<file path="config.mk">
export PLATFORM = sky130hd
export DESIGN_NAME = nd_b10_updown_counter
export DESIGN_NICKNAME = d
export VERILOG_FILES = /design/src/rtl/nd_b10_updown_counter_pkg.sv /design/src/rtl/nd_b10_updown_counter_digit.sv /design/src/rtl/nd_b10_updown_counter.sv
export SDC_FILE = /design/constraint.sdc
export NUM_CORES = 1
export LEC_CHECK = 0
export ABC_AREA = 1
export CAP_MARGIN = 20
export CORE_MARGIN = 8
export CORE_UTILIZATION = 35
export CTS_BUF_LIST = sky130_fd_sc_hd__clkbuf_4 sky130_fd_sc_hd__clkbuf_8
export DETAILED_ROUTE_END_ITERATION = 10
export PLACE_DENSITY = 0.69
export SYNTH_ARGS = -nofsm -noshare
export SYNTH_HDL_FRONTEND = slang
export SYNTH_SLANG_ARGS = --single-unit
</file>
<file path="constraint.sdc">
create_clock -name clock -period 2 [get_ports clock]
set_clock_uncertainty 0.05 [all_clocks]
set_input_delay 0.3 -clock clock [delete_from_list [all_inputs] [get_ports clock]]
set_output_delay 0.3 -clock clock [all_outputs]
set_load 0.02 [all_outputs]
</file>
<file path="src/rtl/nd_b10_updown_counter_pkg.sv">
// Shared BCD digit definitions and helpers for the N-digit up/down counter.
package nd_b10_updown_counter_pkg;

    localparam int unsigned B10_DIGIT_W    = 4;
    localparam int unsigned B10_DIGITS_MAX = 8;

    typedef logic [B10_DIGIT_W-1:0] b10_digit_t;

    localparam b10_digit_t B10_MAX = 4'd9;
    localparam b10_digit_t B10_MIN = 4'd0;

    // True when the nibble is a legal BCD digit.
    function automatic logic b10_is_valid(input b10_digit_t v);
        return (v <= B10_MAX);
    endfunction

    // Legal digits pass through; illegal ones collapse to zero.
    function automatic b10_digit_t b10_sanitize(input b10_digit_t v);
        return b10_is_valid(v) ? v : B10_MIN;
    endfunction

endpackage

</file>
<file path="src/rtl/nd_b10_updown_counter_digit.sv">
// One BCD digit of the up/down counter: register, step logic and limit decode.
module b10_updown_digit
    import nd_b10_updown_counter_pkg::*;
(
    input  logic       clock,
    input  logic       reset,
    input  logic       ci,
    input  logic       up,
    input  logic       load,
    input  b10_digit_t d,
    output b10_digit_t q,
    output logic       co,
    output logic       at_lim
);

    b10_digit_t r_q;
    b10_digit_t w_q_step;

    // Value this digit takes when it steps in the current direction.
    always_comb begin
        w_q_step = r_q;
        if (up) begin
            w_q_step = (r_q >= B10_MAX) ? B10_MIN : B10_DIGIT_W'(r_q + 1'b1);
        end else begin
            w_q_step = (r_q == B10_MIN) ? B10_MAX : B10_DIGIT_W'(r_q - 1'b1);
        end
    end

    // Digit register: reset, then load, then step on carry/borrow in.
    always_ff @(posedge clock) begin
        if (reset) begin
            r_q <= B10_MIN;
        end else if (load) begin
            r_q <= b10_sanitize(d);
        end else if (ci) begin
            r_q <= w_q_step;
        end
    end

    assign at_lim = up ? (r_q == B10_MAX) : (r_q == B10_MIN);
    assign co     = ci & at_lim;
    assign q      = r_q;

endmodule

</file>
<file path="src/rtl/nd_b10_updown_counter.sv">
// N-digit BCD up/down counter with parallel load, wrap/saturate limits and cascade output.
module nd_b10_updown_counter
    import nd_b10_updown_counter_pkg::*;
#(
    parameter int unsigned N_DIGITS = 4,
    parameter int unsigned SATURATE = 0
) (
    input  logic                            clock,
    input  logic                            reset,
    input  logic                            ei,
    input  logic                            up,
    input  logic                            load,
    input  logic [B10_DIGIT_W*N_DIGITS-1:0] d,
    output logic [B10_DIGIT_W*N_DIGITS-1:0] q,
    output logic                            eu,
    output logic                            load_err
);

    localparam bit SAT_EN = (SATURATE != 0);

    if ((N_DIGITS < 1) || (N_DIGITS > B10_DIGITS_MAX)) begin : g_bad_n_digits
        $error("nd_b10_updown_counter: N_DIGITS must be 1..8");
    end

    logic [N_DIGITS-1:0] w_at_lim;
    logic [N_DIGITS-1:0] w_digit_bad;
    logic [N_DIGITS:0]   w_carry;
    logic                w_terminal;
    logic                w_sat_hold;
    logic                w_count_en;
    logic                w_load_bad;
    logic                w_unused_carry_out;
    logic                r_load_err;

    // Terminal decode is a flat AND of per-digit limits, so eu never sees the ripple chain.
    assign w_terminal = &w_at_lim;
    assign w_sat_hold = SAT_EN & ei & w_terminal;
    assign w_count_en = ei & ~w_sat_hold & ~load & ~reset;
    assign w_carry[0] = w_count_en;

    assign eu = ei & ~load & ~reset & w_terminal;

    // Carry/borrow out of the top digit is redundant with eu and intentionally left unused.
    assign w_unused_carry_out = w_carry[N_DIGITS];

    // Digit slices chained by carry/borrow.
    for (genvar gk = 0; gk < N_DIGITS; gk++) begin : g_digit
        b10_updown_digit u_digit (
            .clock  (clock),
            .reset  (reset),
            .ci     (w_carry[gk]),
            .up     (up),
            .load   (load),
            .d      (d[gk*B10_DIGIT_W +: B10_DIGIT_W]),
            .q      (q[gk*B10_DIGIT_W +: B10_DIGIT_W]),
            .co     (w_carry[gk+1]),
            .at_lim (w_at_lim[gk])
        );
        assign w_digit_bad[gk] = ~b10_is_valid(d[gk*B10_DIGIT_W +: B10_DIGIT_W]);
    end

    assign w_load_bad = |w_digit_bad;

    // Load error flag: set for the cycle after a load carrying any non-BCD digit.
    always_ff @(posedge clock) begin
        if (reset) begin
            r_load_err <= 1'b0;
        end else begin
            r_load_err <= load & w_load_bad;
        end
    end

    assign load_err = r_load_err;

endmodule

</file>
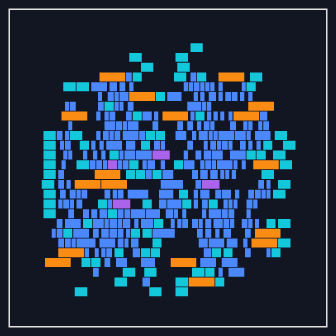
Run 1: cell classes on the final placement
| class | color | cells |
|---|---|---|
| all other logic | blue | 254 |
| flops | orange | 17 |
| clock drivers and dummy loads | purple | 4 |
| other buffers and delay cells | cyan | 80 |
row cnt: 26
Std-Cell Core Area: 0.005042 mm²
final core utilization: 51.59%

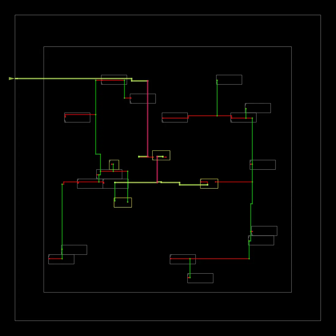
Run 1: the clock network
Clock buffer cells: 4
power of the clock network: 0.291 mW

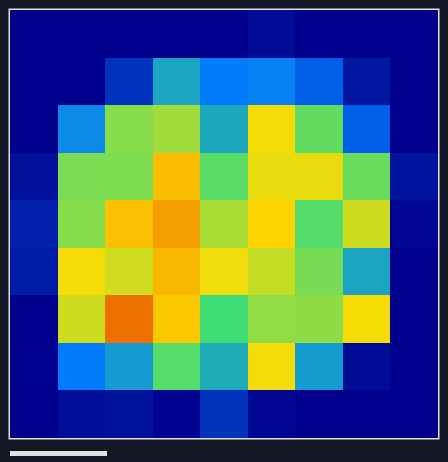
Run 1: local utilization
Bar = 20 µm. The die is cut into 9 by 9 equal tiles; dark blue is low, red is high, 0 to 100% covered.
tiles over 75% full: 8.6%
mean over tiles: 33%
nearly empty tiles: 31%
densest ninth of the die: center
fullest tile: 87%
Initial Util: 35.98%

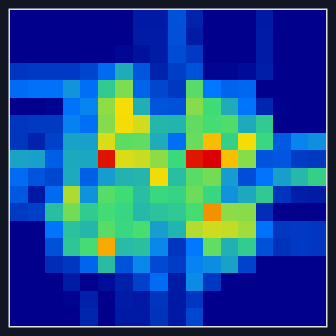
Run 1: wire density map
The die is cut into 18 by 18 equal tiles; dark blue is low, red is high, scaled to the fullest tile. Values are wire area over tile area, all layers added.
fullest tile: 0.52
densest ninth of the die: center
tiles over half the peak: 15%
detailed-route via count: 2094
overall fraction of global-route tracks in use: 14.31%

==> flow_summary.toml, run 1 <==
# implementation run metrics
[die]
floorplan.die.width_um = 88.00
floorplan.io_pins = 39

[synth]
numSynthFlops = 17
ys_dominant_reg_cell = "sky130_fd_sc_hd__dfxtp_1"
ys_warn_count = 0
synth_cells = 278
synth_async_sr_flop_share_pct = 0
ys_chip_area_mm2 = 0.001814

[detailed_routing]
remaining_drc_errors = 0
average_wire_length_per_cell_after_detail_routing_um = 12.50
dr.first_iter.drc_count = 81

[timing]
period_used_pct = 97.02
tightest_slew_ns = 0.4933
finalHoldViolCount = 0
setup-violations-final = 0

[pwr]
leakagePower_nw = 1.205
seq_power_mw = 0.386
top_power_group = "combinational cells"

[clock_network]
holdBufCountCts = 0
number_of_sinks_handled_by_clock_tree_synthesis = 17
tritoncts.num_buffers = 3
h_tree_depth = 1
cts_max_path_buffers = 2
root_buffer = "sky130_fd_sc_hd__clkbuf_8"
clk_pin_slew_worst_setup_hold_paths_ns = 0.07

[worst_setup_path]
timing.critical_path.slowest_cell_delay_ns = 0.49
last_element_of_the_critical_path = "eu"
r2r-end = "g_digit[2].u_digit.q[2]$_SDFFE_PP0P_"
setup.worst_path.start_class = "primary input"
number_of_cells_on_the_worst_reg_to_reg_path = 10
cpLargestDelayFamily = "buffers and inverters"
cp_slowest_cell = "sky130_fd_sc_hd__clkdlybuf4s50_1"
crit_arrival_ns = 1.59
reg2reg_slack_ns = 0.38

[grt]
fraction_of_met3_tracks_used_by_global_routing_pct = 3.940
first_global_vias = 2046
antenna_found_initial = 0
grt_busiest_layer = "met2"
grt_pass1_wl_mm = 8.921
grtUsageMet2_pct = 24.01

[hold_path]
min-delay-start = "g_digit[2].u_digit.q[1]$_SDFFE_PP0P_"
holdPathEnd = "g_digit[2].u_digit.q[1]$_SDFFE_PP0P_"
whs_path_depth = 3

[final_layout]
stdcell_area_mm2 = 0.002601
register_area_um2 = 340.3
comb_area_mm2 = 0.001282
largest_reg_flops = 16
post_route_cells_drive_above_1_share_pct = 23.10

[flow_run]
openroad_warnings = 38
cap_viol_max_count = 0

[placed_design]
placed_cell_area_mm2 = 0.002546
routabilityCongestion = 0.8934

[outcome]
status = "finished, final reports clean"
run 1: metrics by stage:
| stage | std cells | hold WS (ns) |
|---|---|---|
| after floorplan | 278 | 0.3191 |
| after global placement | 421 | 0.5700 |
| after detailed placement | 421 | 0.5798 |
| after CTS | 425 | 0.6001 |
| after global routing | 425 | 0.6331 |
| final | 425 | 0.5954 |
run 1: Yosys cell counts, types with 3 or more instances:
cell,count,share of area [%]
sky130_fd_sc_hd__nand2_4,4,2.5
sky130_fd_sc_hd__inv_1,22,4.6
sky130_fd_sc_hd__nor2_1,26,5.4
sky130_fd_sc_hd__buf_4,3,1.2
sky130_fd_sc_hd__inv_2,9,1.9
sky130_fd_sc_hd__o21ai_0,16,4.4
sky130_fd_sc_hd__nand2_1,53,11
sky130_fd_sc_hd__a21oi_1,18,5.0
sky130_fd_sc_hd__o211ai_1,6,2.5
sky130_fd_sc_hd__xor2_1,5,2.4
sky130_fd_sc_hd__dfxtp_1,17,19
sky130_fd_sc_hd__nand4_1,8,2.8
sky130_fd_sc_hd__o21ai_1,8,2.2
sky130_fd_sc_hd__ha_1,16,11
sky130_fd_sc_hd__nand2_2,5,1.7
sky130_fd_sc_hd__nand3_1,36,9.9
sky130_fd_sc_hd__nor2_2,3,1.0
run 1: final cells by class:
type,instances,share of cell area (%)
sequential,17,13.08
inverter,34,5.724
multi-input combinational,220,49.30
clock buffer,4,1.876
timing repair buffer,80,26.65
tap,70,3.367
run 1: logic make-up (layout without fill, tap and decap cells):
family	Yosys count	after routing	share of synthesized area (%)
AOI/OAI and AO/OA	54	54	17.10
xor gates and xnor gates	7	7	3.379
adders and majority gates	16	16	11.03
buffers and inverters	41	118	11.03
DFF	17	17	18.76
and+or+nand+nor	143	143	38.69
Run 1, clock wires, drivers and flops:
Bar = 20 µm.
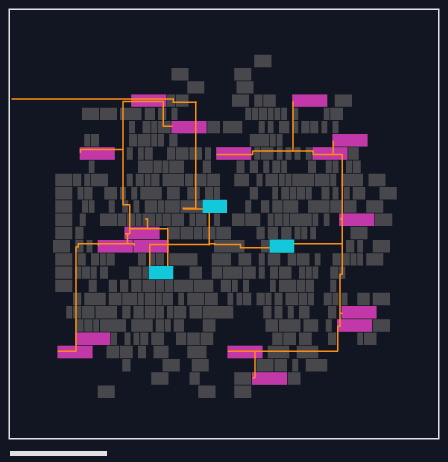

## Run 2: what changed since run 1
--- a/config.mk
+++ b/config.mk
@@ -11,7 +11,7 @@
 export CORE_UTILIZATION = 35
 export CTS_BUF_LIST = sky130_fd_sc_hd__clkbuf_4 sky130_fd_sc_hd__clkbuf_8
 export DETAILED_ROUTE_END_ITERATION = 10
-export PLACE_DENSITY = 0.69
+export PLACE_DENSITY = 0.64
 export SYNTH_ARGS = -nofsm -noshare
 export SYNTH_HDL_FRONTEND = slang
 export SYNTH_SLANG_ARGS = --single-unit
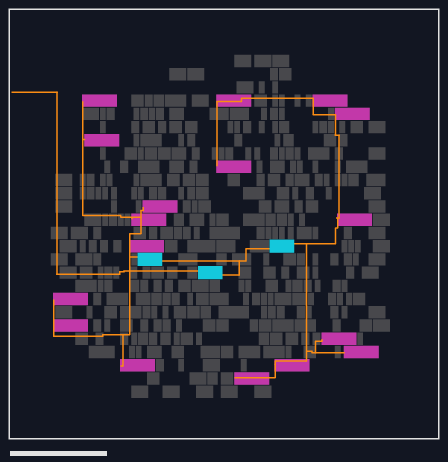
Run 2: clock wires, drivers and flops
Bar = 20 µm.
[cells driving clock nets] cyan | count: 3
[flip-flops] magenta | count: 17
[clock wires] orange | length: 352 µm
flops lie: spread over the die
routed clock nets: 4

==> flow_summary.toml, run 2 <==
# implementation run metrics
[worst_setup_path]
crit_arrival_ns = 1.59
setup.worst_path.start_class = "primary input"
critical_path_peak_fanout = 7
r2r-end = "g_digit[2].u_digit.q[0]$_SDFFE_PP0P_"
reg2reg_slack_ns = 0.39
number_of_cells_on_the_worst_reg_to_reg_path = 10

[pwr]
power_frac_comb_pct = 47.4
p_comb_mw = 0.607
cell_int_power_mw = 0.8066
clkPwrFrac_pct = 22.4
switching_share_of_power_pct = 36.99
top_power_group = "combinational cells"
leakagePower_nw = 1.215
post_layout_power_mw = 1.280
clock_power_mw = 0.287
switching_power_mw = 0.4736
seq_power_mw = 0.387

[final_layout]
largest_reg_flops = 16
finish.cell_count_without_fillers = 427
num_antenna_cells = 0
finish.utilization_pct = 52.03
stdcell_area_mm2 = 0.002624
post_route_cells_drive_above_1_share_pct = 23.53

[detailed_routing]
average_wire_length_per_cell_after_detail_routing_um = 12.63
remaining_drc_errors = 0
detailed_route_via_count = 2108
dr.first_iter.drc_count = 80

[synth]
area_contributors_post_synth = "sky130_fd_sc_hd__dfxtp_1 19%, sky130_fd_sc_hd__ha_1 11%, sky130_fd_sc_hd__nand2_1 11%, sky130_fd_sc_hd__nand3_1 9.9%, sky130_fd_sc_hd__nor2_1 5.4%"
synth_async_sr_flop_share_pct = 0
numSynthFlops = 17
synth.cellmix.compoundShare_pct = 17.10
yosys.stat.seqShare_pct = 18.76
ys_chip_area_mm2 = 0.001814
simple_gate_share_pct = 38.69
yosys.area_share.xor_xnor_pct = 3.379
netlist_logic_family_top = "simple AND/OR/NAND/NOR gates"
top_area_cell = "sky130_fd_sc_hd__dfxtp_1"
ys_dominant_reg_cell = "sky130_fd_sc_hd__dfxtp_1"
ys_top_cells_by_count = "53 x sky130_fd_sc_hd__nand2_1, 36 x sky130_fd_sc_hd__nand3_1, 26 x sky130_fd_sc_hd__nor2_1"
ys_warn_count = 0
yosysMostFrequentCell = "sky130_fd_sc_hd__nand2_1"
yosysCellCount = 278
ys_sh_mux_pct = 0
yosysTopAreaCellShare_pct = 18.76
synth_cells = 278
syn_avg_cell_area_um2 = 6.526
ys_sh_adder_pct = 11.03

[hold_path]
min-delay-start = "g_digit[2].u_digit.q[1]$_SDFFE_PP0P_"
whs_path_depth = 3
holdPathEnd = "g_digit[2].u_digit.q[1]$_SDFFE_PP0P_"

[die]
floorplan.core_util_pct = 35.98
floorplan.die.width_um = 88.00
die-height_um = 88.00
floorplan.io_pins = 39
design.core.area_mm2 = 0.005042
design.die.area_mm2 = 0.007743
rows = 26

[grt]
antenna_found_initial = 0
globalRouteTotalUtil_pct = 14.68
grt_pass1_wl_mm = 9.156
fraction_of_met3_tracks_used_by_global_routing_pct = 4.034
grt_util_met1_pct = 17.74
grt_start_max_net_pins = 20
grt_busiest_layer = "met2"
first_global_vias = 2039
grtUsageMet2_pct = 24.01

[timing]
setup-violations-final = 0
finalHoldViolCount = 0
period_used_pct = 96.86
finalHoldWorstSlack_ns = 0.5920
tightest_slew_ns = 0.3189
timing_max_transition_violations_final = 0

[clock_network]
root_buffer = "sky130_fd_sc_hd__clkbuf_8"
number_of_sinks_handled_by_clock_tree_synthesis = 17
h_tree_depth = 1
cts_max_path_buffers = 2
holdBufCountCts = 0
tritoncts.num_buffers = 3
clk_pin_slew_worst_setup_hold_paths_ns = 0.07

[outcome]
status = "finished, final reports clean"

[flow_run]
cap_viol_max_count = 0
openroad_warnings = 38

[placed_design]
routabilityCongestion = 0.8852
placed_cell_area_mm2 = 0.002561
dp.cells = 423
[run 2: cell counts after synthesis]
Identical to the previous run, type by type.
[run 2: cells by family (layout without fill, tap and decap cells)]
group           Yosys count  count (layout)
compound gates           54              54
flops                    17              17
buf+inv                  41             120
simple gates            143             143
fa+ha+maj                16              16
xor+xnor                  7               7
[run 2: layout make-up]
class                      instances  area, µm²  area share [%]
clock buffer                       4      48.80           1.860
inverter                          34      148.9           5.675
multi-input combinational        220       1282           48.88
sequential                        17      340.3           12.97
tap                               70      87.58           3.338
timing repair buffer              82      715.7           27.28
[run 2: routing by layer]
metal  part of all wire (%)  vias up  wire (µm)
met4                    1.4        0         75
met3                    7.4        6        400
li1                       -     1087          -
met5                      0        -          0
met2                     46       61       2466
met1                     45      954       2452
[run 2: how the worst max path moves through the flow]
stage | endpoint | from | cells after the start | slack, ns
3_3_place_gp | eu | up | 8 | -0.45
2_1_floorplan | eu | g_digit[0].u_digit.q[0]$_SDFFE_PP0P_ | 7 | 0.13
4_1_cts | eu | g_digit[0].u_digit.q[1]$_SDFFE_PP0P_ | 9 | 0.04
5_1_grt | eu | up | 7 | 0.007
3_5_place_dp | eu | up | 8 | -0.46
6_report | eu | up | 8 | 0.06
[run 2: worst max-delay path: stages]
cell                              delay, ns
sky130_fd_sc_hd__clkdlybuf4s50_1       0.48
sky130_fd_sc_hd__bufinv_8              0.21
sky130_fd_sc_hd__nand2_4               0.07
sky130_fd_sc_hd__inv_2                 0.04
sky130_fd_sc_hd__nor2_4                0.13
sky130_fd_sc_hd__nand3_4               0.08
sky130_fd_sc_hd__a21oi_2               0.15
sky130_fd_sc_hd__buf_6                 0.14
[run 2: repair_timing]
action	4_1_cts	5_1_grt
setup endpoints to repair	1	1
pin swaps	0	3
resized	6	5
No activity file was given, so power comes from the tool's default toggle rates.
